### Cell outlines without signal wires, run 1

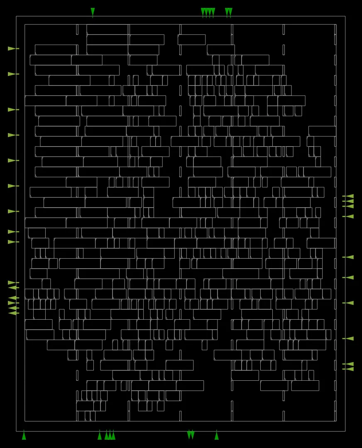
### Placed cells, one color a class, run 1

Scale bar: 20 µm. Fill, decap, tap and diode cells in gray.
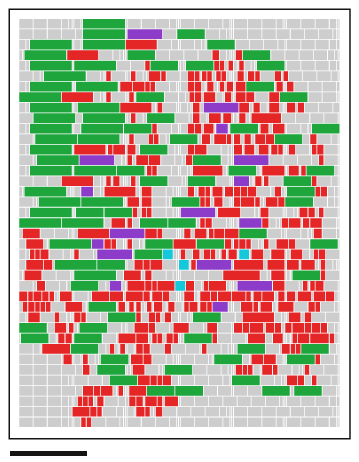
### Wiring by layer, run 1

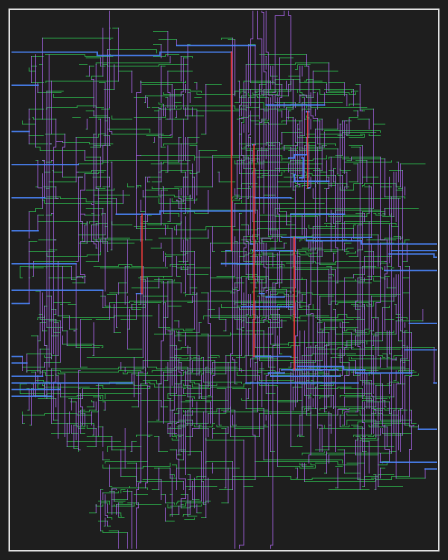
## config.mk

```make
export PLATFORM = sky130hd
export DESIGN_NAME = zr_uart_tx
export DESIGN_NICKNAME = d
export VERILOG_FILES = /design/src/rtl/zr_uart_pkg.sv /design/src/rtl/zr_sync_fifo.sv /design/src/rtl/zr_uart_tx.sv
export SDC_FILE = /design/constraint.sdc
export NUM_CORES = 1
export LEC_CHECK = 0
export CAP_MARGIN = 20
export CORE_AREA = 2 2 86 109
export CTS_CLUSTER_SIZE = 20
export DETAILED_ROUTE_END_ITERATION = 12
export DIE_AREA = 0 0 88 111
export DONT_BUFFER_PORTS = 1
export HOLD_SLACK_MARGIN = 0.06
export PLACE_DENSITY = 0.69
export SLEW_MARGIN = 20
export SYNTH_ARGS = -nofsm -noshare
export SYNTH_HDL_FRONTEND = slang
export SYNTH_SLANG_ARGS = --single-unit
```

## constraint.sdc

```tcl
create_clock -name clk -period 4.8 [get_ports clk]
set_clock_uncertainty 0.15 [all_clocks]
set_input_delay 0.96 -clock clk [delete_from_list [all_inputs] [get_ports clk]]
set_output_delay 0.96 -clock clk [all_outputs]
set_load 0.01 [all_outputs]
```

## src/rtl/zr_uart_pkg.sv

```systemverilog
// Shared definitions for the zr_uart transmitter: FSM states and frame-format limits.
package zr_uart_pkg;

    typedef enum logic [1:0] {
        ST_IDLE,
        ST_START,
        ST_DATA,
        ST_STOP
    } uart_state_t;

    localparam int unsigned BITS_MIN  = 5;
    localparam int unsigned BITS_MAX  = 8;
    localparam int unsigned STOPS_MIN = 1;
    localparam int unsigned STOPS_MAX = 2;

    // Index of the last data bit for a requested width, clamped to the legal range.
    function automatic logic [2:0] clamp_bits_m1(input logic [3:0] bits);
        if (bits < 4'(BITS_MIN))
            return 3'(BITS_MIN - 1);
        else if (bits > 4'(BITS_MAX))
            return 3'(BITS_MAX - 1);
        else
            return 3'(bits - 4'd1);
    endfunction

    // Index of the last stop bit (0 for one stop bit, 1 for two).
    function automatic logic clamp_stops_m1(input logic [1:0] stops);
        if (stops >= 2'(STOPS_MAX))
            return 1'b1;
        else
            return 1'b0;
    endfunction

endpackage

```

## src/rtl/zr_sync_fifo.sv

```systemverilog
// Single-clock FIFO with occupancy output; head entry is visible on dout while non-empty.
module zr_sync_fifo #(
    parameter int unsigned WIDTH = 8,
    parameter int unsigned DEPTH = 4
) (
    input  logic                       clk,
    input  logic                       rst_n,
    input  logic                       push,
    input  logic [WIDTH-1:0]           din,
    input  logic                       pop,
    output logic [WIDTH-1:0]           dout,
    output logic [$clog2(DEPTH):0]     level,
    output logic                       full,
    output logic                       empty
);

    localparam int unsigned AW = $clog2(DEPTH);
    localparam int unsigned LW = AW + 1;

    logic [WIDTH-1:0] mem [DEPTH];
    logic [AW-1:0]    wr_ptr;
    logic [AW-1:0]    rd_ptr;
    logic             do_push;
    logic             do_pop;

    assign full    = (level == LW'(DEPTH));
    assign empty   = (level == '0);
    assign do_push = push && !full;
    assign do_pop  = pop && !empty;
    assign dout    = mem[rd_ptr];

    always_ff @(posedge clk) begin
        if (do_push)
            mem[wr_ptr] <= din;
    end

    always_ff @(posedge clk) begin
        if (!rst_n) begin
            wr_ptr <= '0;
            rd_ptr <= '0;
            level  <= '0;
        end else begin
            if (do_push)
                wr_ptr <= wr_ptr + AW'(1);
            if (do_pop)
                rd_ptr <= rd_ptr + AW'(1);
            case ({do_push, do_pop})
                2'b10:   level <= level + LW'(1);
                2'b01:   level <= level - LW'(1);
                default: level <= level;
            endcase
        end
    end

endmodule

```

## src/rtl/zr_uart_tx.sv

```systemverilog
// UART transmitter: byte FIFO feeding a start/data/stop serialiser with per-frame latched format.
module zr_uart_tx
    import zr_uart_pkg::*;
#(
    parameter int unsigned FIFO_DEPTH = 4,
    parameter int unsigned DIV_WIDTH  = 16
) (
    input  logic                          clk,
    input  logic                          rst_n,
    input  logic                          ctrl_en,
    input  logic [DIV_WIDTH-1:0]          ctrl_baud_clks,
    input  logic [3:0]                    ctrl_bits,
    input  logic [1:0]                    ctrl_stops,
    input  logic                          wr_valid,
    input  logic [7:0]                    wr_data,
    output logic                          wr_ready,
    output logic                          txd,
    output logic                          busy,
    output logic [$clog2(FIFO_DEPTH):0]   fifo_level
);

    localparam logic [DIV_WIDTH-1:0] ONE = DIV_WIDTH'(1);

    uart_state_t          state;
    logic [DIV_WIDTH-1:0] cnt;
    logic [DIV_WIDTH-1:0] period;
    logic [DIV_WIDTH-1:0] new_period;
    logic [7:0]           shift;
    logic [2:0]           bit_idx;
    logic [2:0]           bits_m1;
    logic                 stop_idx;
    logic                 stops_m1;
    logic [7:0]           fifo_dout;
    logic                 fifo_full;
    logic                 fifo_empty;
    logic                 bit_end;
    logic                 last_stop;
    logic                 start_frame;

    zr_sync_fifo #(
        .WIDTH (8),
        .DEPTH (FIFO_DEPTH)
    ) u_fifo (
        .clk   (clk),
        .rst_n (rst_n),
        .push  (wr_valid),
        .din   (wr_data),
        .pop   (start_frame),
        .dout  (fifo_dout),
        .level (fifo_level),
        .full  (fifo_full),
        .empty (fifo_empty)
    );

    assign wr_ready    = !fifo_full;
    assign new_period  = (ctrl_baud_clks == '0) ? ONE : ctrl_baud_clks;
    assign bit_end     = (cnt == '0);
    assign last_stop   = (state == ST_STOP) && bit_end && (stop_idx == stops_m1);
    // A new frame starts from IDLE or straight out of the final stop bit, so frames abut.
    assign start_frame = ctrl_en && !fifo_empty && ((state == ST_IDLE) || last_stop);

    always_ff @(posedge clk) begin
        if (!rst_n) begin
            state    <= ST_IDLE;
            txd      <= 1'b1;
            busy     <= 1'b0;
            cnt      <= '0;
            period   <= '0;
            shift    <= '0;
            bit_idx  <= '0;
            bits_m1  <= '0;
            stop_idx <= 1'b0;
            stops_m1 <= 1'b0;
        end else if (start_frame) begin
            state    <= ST_START;
            txd      <= 1'b0;
            busy     <= 1'b1;
            shift    <= fifo_dout;
            period   <= new_period;
            cnt      <= new_period - ONE;
            bits_m1  <= clamp_bits_m1(ctrl_bits);
            stops_m1 <= clamp_stops_m1(ctrl_stops);
        end else if (state != ST_IDLE) begin
            if (!bit_end) begin
                cnt <= cnt - ONE;
            end else begin
                cnt <= period - ONE;
                case (state)
                    ST_START: begin
                        state   <= ST_DATA;
                        txd     <= shift[0];
                        shift   <= {1'b0, shift[7:1]};
                        bit_idx <= '0;
                    end
                    ST_DATA: begin
                        if (bit_idx == bits_m1) begin
                            state    <= ST_STOP;
                            txd      <= 1'b1;
                            stop_idx <= 1'b0;
                        end else begin
                            txd     <= shift[0];
                            shift   <= {1'b0, shift[7:1]};
                            bit_idx <= bit_idx + 3'd1;
                        end
                    end
                    ST_STOP: begin
                        if (stop_idx == stops_m1) begin
                            state <= ST_IDLE;
                            busy  <= 1'b0;
                            txd   <= 1'b1;
                        end else begin
                            stop_idx <= 1'b1;
                        end
                    end
                    default: state <= ST_IDLE;
                endcase
            end
        end
    end

endmodule

```

==> results.toml, run 1 <==
# synthesis and place-and-route metrics
[run_status]
status = "finished clean"

[floorplanning]
die_width_um = 88
initCoreUtil_pct = 53.0
die_h_um = 111
chipArea_um2 = 9770
pin_count = 40

[setup_path]
ff2ff_path_depth = 12
cpMostUsedCell = "ha_1"
worstSetupEndpointType = "register"
cp-endpoint = "cnt[14]"
critPathTopFamily = "AND-OR/OR-AND gates"
worstPathRequired_ps = 4920
criticalPathCategory = "register to register"
crit_path_max_incr_delay_ps = 600
worstReg2RegEnd = "cnt[14]"
crit_start = "state[0]"
cp_num_buf_inv = 2
crit_path_max_fanout = 13
worstPathCellList = "inv_1 > ha_1 > o311a_1 > a21oi_4 > inv_2 > a22o_1 > ha_1 > nor2b_1 > a32o_1 > nand3_1 > or4_1 > a31oi_1"
critPathLaunchType = "register"
reg2reg_from = "state[0]"
path_depth = 12
ff2ff_setup_slack_ps = 940

[power_and_ir_drop]
p_total_mw = 3.38
ir_drop_mv = 0.271
p_per_area_nw_per_um2 = 669

[yosys]
mux_area_share_pct = 5.50
synth_cell_types = 67
yosysWarnings = 0
yosys_area_um2 = 4680
simple_gate_area_share_pct = 18.8
syn_nets = 524
ys_sh_xor_pct = 2.43
top_cell_area_share_pct = 26.1
logic_family = "AND-OR/OR-AND gates"
yosys-top-cells-count = "nand2_1 (64), dfxtp_1 (61), a21oi_1 (39), nor2_1 (38), edfxtp_1 (32)"
ff_type = "dfxtp_1"
adder_share_pct = 3.63
synth-edff-count = 32
synth_area_um2 = 4680
ys_cells = 477
ys_seq_share_pct = 46.6

[timing]
layout_min_cycle_time_ps = 3860
tightestPinTransition_ps = 982
fin_crit_sh_pct = 80.5
rsz0062_at_grt = "no"
fin_ws_ps = 938
relSlewSlack_pct = 34.4
hold_viol_final = 0
fin_tns_setup_ps = 0
setup_viol = 0

[grt]
grt-busiest-layer = "met2"
grt_use_met2_pct = 38.8
grt_pass1_wl_mm = 17.0
grt_use_met3_pct = 4.17
gr-total-overflow = 0
use_met1_pct = 27.2
antenna_found_initial = 0

[detailed_routing]
first_pass_iters = 4
vias_per_cell = 5.97
highest-signal-layer = "met4"
wl_met1_mm = 4.29
routed-wl-met2_mm = 5.38
routedWlPerCell_um = 17.3
drtIter0Drc = 193
drc_errors = 0

[finish]
final_cells = 594
regMostFlops = "u_fifo.mem"
final_nets = 513
fillers = 767
areaGrowthSynthToFinish_pct = 7.72
diodes = 0
num-multi-input-gates = 341
buffers = 4
largest_reg_flops = 32
comb-cell-share_pct = 45.9
clockBufferCount = 9
largestRegisters = "u_fifo.mem x32, cnt x16, period x16"
comb_area_um2 = 2320
regArea_um2 = 2180
buffer_area_share_pct = 0.595
design_area_um2 = 5040

[place]
place_area_um2 = 4750
io_buffers = 0
dp_worst_setup_slack_ps = 730
place_inst = 578
dp.final_hpwl_mm = 7.08

[run]
warnings = 33
drv_cap = 0

[worst_hold_path]
holdPathStages = 2

[clock_tree]
cts.reportedPaths.clkPinSlew_ps = 70
hold_buffers = 0
htree_levels = 3
cts_made_buffers = 9
cts.sink_count = 93
cts_setup_buffers = 0
insertion_delay_ps = 350
About 'Cell outlines without signal wires':
sequential share of cell area: 43.3%
CORE AREA: 8830 µm²
Final Util: 57.1%
Rows: 39

About 'Placed cells, one color a class':
[clock drivers and dummy loads] purple | cells: 16 | share of their area: 6.1%
[remaining buffers and delay cells] cyan | cells: 4 | share of their area: 0.61%
[remaining logic cells] red | cells: 358 | share of their area: 49%
[registers] green | cells: 93 | share of their area: 45%

About 'Wiring by layer':
[M2] purple | wire length: 5380 µm
[M3] blue | wire length: 490 µm
[M1] green | wire length: 4290 µm
[M4] red | wire length: 144 µm
drt total wl: 10.3 mm
GRT Overall Usage: 22.3%
via count: 3549

## run 1: cells in the final DEF, fill, tap and decap left out, types with 4 or more instances in the layout
cell / n
nand2_1: 64
dfxtp_1: 61
a21oi_1: 39
nor2_1: 38
edfxtp_1: 32
o21ai_0: 30
inv_1: 15
nor3_1: 12
ha_1: 12
nand3_1: 10
a311oi_1: 10
clkbuf_16: 9
xnor2_1: 8
a31oi_1: 8
mux4_2: 8
and3_1: 7
o21a_1: 5
xor2_1: 5
nor4_1: 4
nand4_1: 4
nand2b_1: 4
or3_1: 4
o31ai_1: 4
a211oi_1: 4
buf_4: 4
## run 1: where the power goes
group | switching [mW] | internal, mW | leakage (nW) | total, mW
sequential | 0.184 | 0.986 | 0.792 | 1.17
clock | 0.338 | 0.369 | 0.147 | 0.707
combinational | 0.900 | 0.600 | 0.808 | 1.50
### Wire density map, run 1

18 x 22 tiles, from black (low) to pale yellow (high), scaled to the fullest tile. Values are wire area over tile area, all layers added.
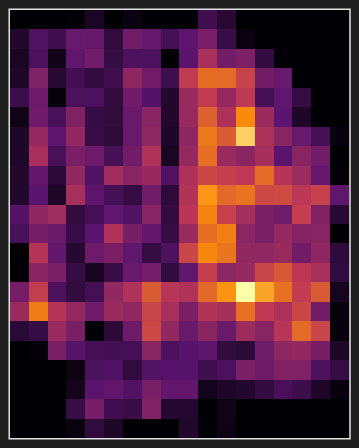

==> run 2: changes to the inputs <==
--- a/config.mk
+++ b/config.mk
@@ -12,7 +12,7 @@
 export DIE_AREA = 0 0 88 111
 export DONT_BUFFER_PORTS = 1
 export HOLD_SLACK_MARGIN = 0.06
-export PLACE_DENSITY = 0.69
+export PLACE_DENSITY = 0.72
 export SLEW_MARGIN = 20
 export SYNTH_ARGS = -nofsm -noshare
 export SYNTH_HDL_FRONTEND = slang
==> constraint.sdc (replaced) <==
create_clock -name clk -period 3.1 [get_ports clk]
set_clock_uncertainty 0.15 [all_clocks]
set_input_delay 0.62 -clock clk [delete_from_list [all_inputs] [get_ports clk]]
set_output_delay 0.62 -clock clk [all_outputs]
set_load 0.01 [all_outputs]
### Wire density map, run 2

18 x 22 tiles, from black (low) to pale yellow (high), scaled to the fullest tile. Values are wire area over tile area, all layers added.
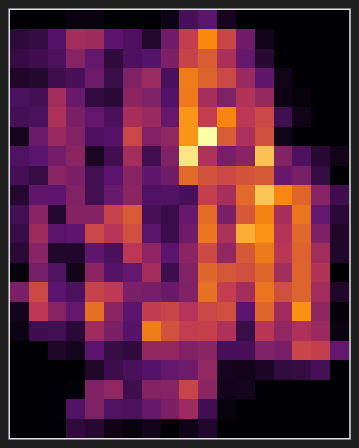
mean over tiles: 0.18
emptiest ninth of the die: upper right
tiles over half the peak: 19%
fullest tile: 0.63
drt total wl: 10.7 mm
via count: 3705
GRT Overall Usage: 23.2%
DR WL/cell: 17.4 µm

==> results.toml, run 2 <==
# synthesis and place-and-route metrics
[run_status]
status = "finished clean"

[setup_path]
cp_num_buf_inv = 2
path_depth = 12
ff2ff_path_depth = 12
worstSetupEndpointType = "register"
reg2reg_from = "cnt[3]"
cp-endpoint = "cnt[6]"
critPathTopFamily = "AND-OR/OR-AND gates"
critPathLaunchType = "register"
crit_path_max_fanout = 15
criticalPathCategory = "register to register"
crit_start = "cnt[3]"
worstPathRequired_ps = 3160
ff2ff_setup_slack_ps = 150
crit_path_max_incr_delay_ps = 350
worstReg2RegEnd = "cnt[6]"

[floorplanning]
chipArea_um2 = 9770
initCoreUtil_pct = 53.0
die_h_um = 111
num_rows = 39
die_width_um = 88
core_area_um2 = 8830
pin_count = 40

[yosys]
ys_sh_xor_pct = 2.43
adder_share_pct = 3.63
syn_nets = 524
logic_family = "AND-OR/OR-AND gates"
synth_cell_types = 67
yosys_area_um2 = 4680
ys_cells = 477
simple_gate_area_share_pct = 18.8
ff_type = "dfxtp_1"
mux_area_share_pct = 5.50
yosys-top-cells-count = "nand2_1 (64), dfxtp_1 (61), a21oi_1 (39), nor2_1 (38), edfxtp_1 (32)"
synth-edff-count = 32
ys_seq_share_pct = 46.6
top_cell_area_share_pct = 26.1

[detailed_routing]
drtIter0Drc = 227
first_pass_iters = 4
drc_errors = 0
wl_met1_mm = 4.17
highest-signal-layer = "met4"
vias_per_cell = 6.05
routed-wl-met2_mm = 5.57

[finish]
regArea_um2 = 2190
regMostFlops = "u_fifo.mem"
areaGrowthSynthToFinish_pct = 13.4
sh_seq_area_pct = 41.3
clk_share_pct = 6.62
comb_area_um2 = 2370
buffer_area_share_pct = 3.35
comb-cell-share_pct = 44.6
largestRegisters = "u_fifo.mem x32, cnt x16, period x16"
layout_top_cell = "nand2_1"
design_area_um2 = 5310
num-multi-input-gates = 341
final_cells = 612
mostFrequentLayoutCells = "nand2_1 (63), dfxtp_1 (51), a21oi_1 (39)"
largest_reg_flops = 32
fillers = 757
buffers = 22
clockBufferCount = 9
diodes = 0

[timing]
relSlewSlack_pct = 46.3
rsz0062_at_grt = "no"
fin_crit_sh_pct = 95.3
hold_viol_final = 0
fin_tns_setup_ps = 0
setup_viol = 0

[grt]
grt_pass1_wl_mm = 17.5
grt_use_met2_pct = 41.1
antenna_found_initial = 0
gr-total-overflow = 0
grt-busiest-layer = "met2"
use_met1_pct = 25.2

[run]
warnings = 34
drv_cap = 0

[clock_tree]
cts_made_buffers = 9
hold_buffers = 0
cts_setup_buffers = 0
insertion_delay_ps = 350
cts.reportedPaths.clkPinSlew_ps = 70
cts.sink_count = 93
htree_levels = 3

[place]
place_inst = 594
place_area_um2 = 4920
dp.final_hpwl_mm = 7.27

[power_and_ir_drop]
ir_drop_mv = 0.606
p_per_area_nw_per_um2 = 1090

[worst_hold_path]
holdPathStages = 1
### Signal wires on met1, run 2

Supply wires on this layer in gray.
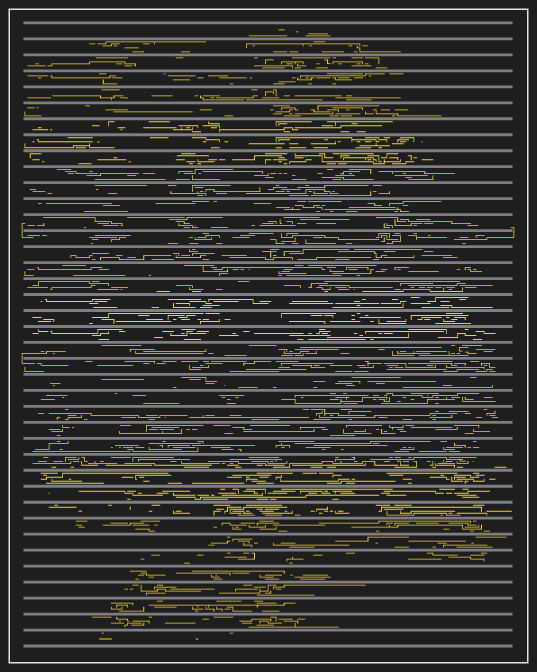
wire length on this layer: 4170 µm
longest straight run: 23.9 µm
nets with wire on the layer: 504
main direction: horizontal

run 2: cell count changes in the layout (fill, tap and decap cells not counted), sizes merged:
cell / previous run / this run
clkinv: 3 / 0
buf: 4 / 22
bufinv: 0 / 3
clkinvlp: 0 / 1
inv: 21 / 20
run 2: stage by stage:
stage / power [mW] / utilization [%] / hold WS [ps] / setup WS [ps]
floorplan: 3.77 / - / 279 / -5.77
global placement: 4.34 / 55.7 / 290 / 128
detailed placement: 4.40 / 55.7 / 296 / 69.6
CTS: 5.72 / 59.7 / 181 / 38.0
global route: 6.14 / 60.1 / 189 / 54.5
finish: 5.80 / 60.1 / 190 / 146
run 2: where the power goes:
group          internal, mW  switching [mW]  leakage, nW  total [mW]
sequential             1.54           0.274        0.796        1.81
clock                 0.800           0.505        0.169        1.30
combinational          1.18            1.50        0.908        2.68
==> run 3: changes to the inputs <==
--- a/config.mk
+++ b/config.mk
@@ -5,6 +5,7 @@
 export SDC_FILE = /design/constraint.sdc
 export NUM_CORES = 1
 export LEC_CHECK = 0
+export ABC_CLOCK_PERIOD_IN_PS = 3100
 export CAP_MARGIN = 20
 export CORE_AREA = 2 2 86 109
 export CTS_CLUSTER_SIZE = 20
### Placed cells, one color a class, run 3

Scale bar: 20 µm. Fill, decap, tap and diode cells in gray.
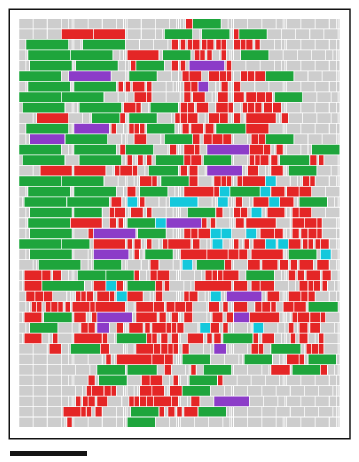
[registers] green | cells: 93 | share of their area: 43%
[remaining logic cells] red | cells: 358 | share of their area: 47%
[remaining buffers and delay cells] cyan | cells: 22 | share of their area: 3.4%
[clock drivers and dummy loads] purple | cells: 16 | share of their area: 6.8%
final instance area: 5310 µm²
sequential share of cell area: 41.3%
Final Util: 60.1%

==> results.toml, run 3 <==
# synthesis and place-and-route metrics
[run_status]
status = "finished clean"

[detailed_routing]
routedWlPerCell_um = 17.4
routed_wl_mm = 10.7
drtIter0Drc = 227
vias_per_cell = 6.05
wl_met1_mm = 4.17

[finish]
largestRegisters = "u_fifo.mem x32, cnt x16, period x16"
layout_top_cell = "nand2_1"
clockBufferCount = 9
areaGrowthSynthToFinish_pct = 13.4
comb_area_um2 = 2370
clk_share_pct = 6.62
mostFrequentLayoutCells = "nand2_1 (63), dfxtp_1 (51), a21oi_1 (39)"
final_nets = 531
final_cells = 612
comb-cell-share_pct = 44.6
diodes = 0
buffers = 22
buffer_area_share_pct = 3.35
regMostFlops = "u_fifo.mem"

[power_and_ir_drop]
p_total_mw = 5.80
power_clock_mw = 1.30
switching_share_pct = 39.3
power.group.top = "combinational cells"
sequentialPowerShare_pct = 31.3
p_per_area_nw_per_um2 = 1090
p_clk_share_pct = 22.5
p_sw_mw = 2.28
powerComb_mw = 2.68
pg_seq_mw = 1.81

[grt]
grt-busiest-layer = "met2"
grt_pass1_wl_mm = 17.5
grt_use_met3_pct = 6.03
use_met1_pct = 25.2
grt_use_met2_pct = 41.1
track_usage_pct = 23.2
antenna_found_initial = 0
gr-total-overflow = 0

[timing]
layout_min_cycle_time_ps = 2950
fin_tns_setup_ps = 0
fin_crit_sh_pct = 95.3
tightestPinTransition_ps = 805
fin_ws_ps = 146
setup_viol = 0
hold_slack_ps = 190
relSlewSlack_pct = 46.3

[yosys]
syn_nets = 524
ys_cells = 477
synth-edff-count = 32
ff_type = "dfxtp_1"
synth_cell_types = 67
top_cell_area_share_pct = 26.1
yosys_area_um2 = 4680
ys_seq_share_pct = 46.6
synth_area_um2 = 4680
yosys-top-cells-count = "nand2_1 (64), dfxtp_1 (61), a21oi_1 (39), nor2_1 (38), edfxtp_1 (32)"

[setup_path]
critPathLaunchType = "register"
crit_path_max_fanout = 15
ff2ff_path_depth = 12
worstSetupEndpointType = "register"
reg2reg_from = "cnt[3]"
criticalPathCategory = "register to register"
worstPathRequired_ps = 3160
crit_start = "cnt[3]"

[clock_tree]
htree_levels = 3
hold_buffers = 0
cts.reportedPaths.clkPinSlew_ps = 70
insertion_delay_ps = 350
cts.sink_count = 93

[place]
place_inst = 594
dp_worst_setup_slack_ps = 69.6
dp.final_hpwl_mm = 7.27
io_buffers = 0

[floorplanning]
initCoreUtil_pct = 53.0
pin_count = 40
chipArea_um2 = 9770
die_h_um = 111
core_area_um2 = 8830
die_width_um = 88

[run]
drv_cap = 0
warnings = 34

[worst_hold_path]
holdPathStages = 1
### Signal wires on met1, run 3

Supply wires on this layer in gray.
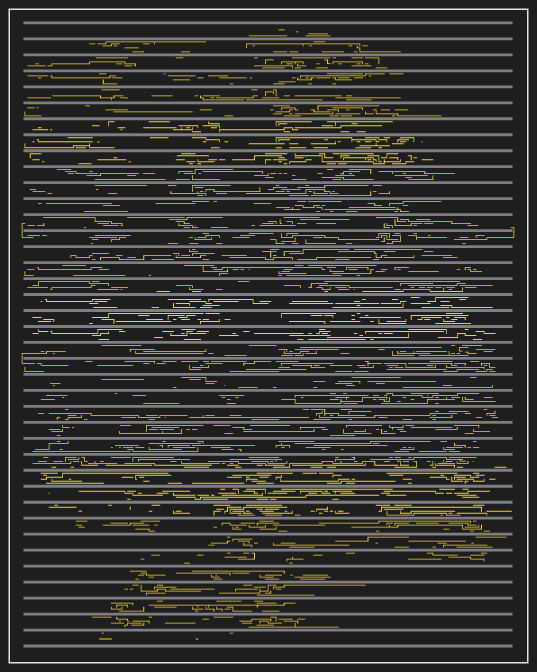
longest straight run: 23.9 µm
nets with wire on the layer: 504
share of all routed wire: 39%

-- run 3: cell counts after synthesis --
No cell type changed its count.
-- run 3: kinds of logic after synthesis --
logic type / share of synthesized area, %
and+or+nand+nor: 18.8
DFF: 46.6
adders and majority gates: 3.63
AOI/OAI and AO/OA: 19.1
muxes: 5.50
buffers and inverters: 3.95
xor gates and xnor gates: 2.43
-- run 3: path summary, 6_finish.rpt --
kind	endpoint	slack, ps
setup / recovery	cnt[6]	150
hold / removal	txd	190
setup reg to reg	cnt[6]	150
hold reg to reg	period[7]	310
-- run 3: critical path, stage by stage (launching register included) --
cell and delay [ps]:
dfxtp_2 350, nor4_4 350, and4_4 300, buf_4 220, o21ai_0 110, a22o_1 210, ha_2 180, nor2b_1 130
a32o_2 250, buf_4 160, a31o_2 230, a21oi_1 130, a311oi_1 60
Power and IR drop assume default switching activity.
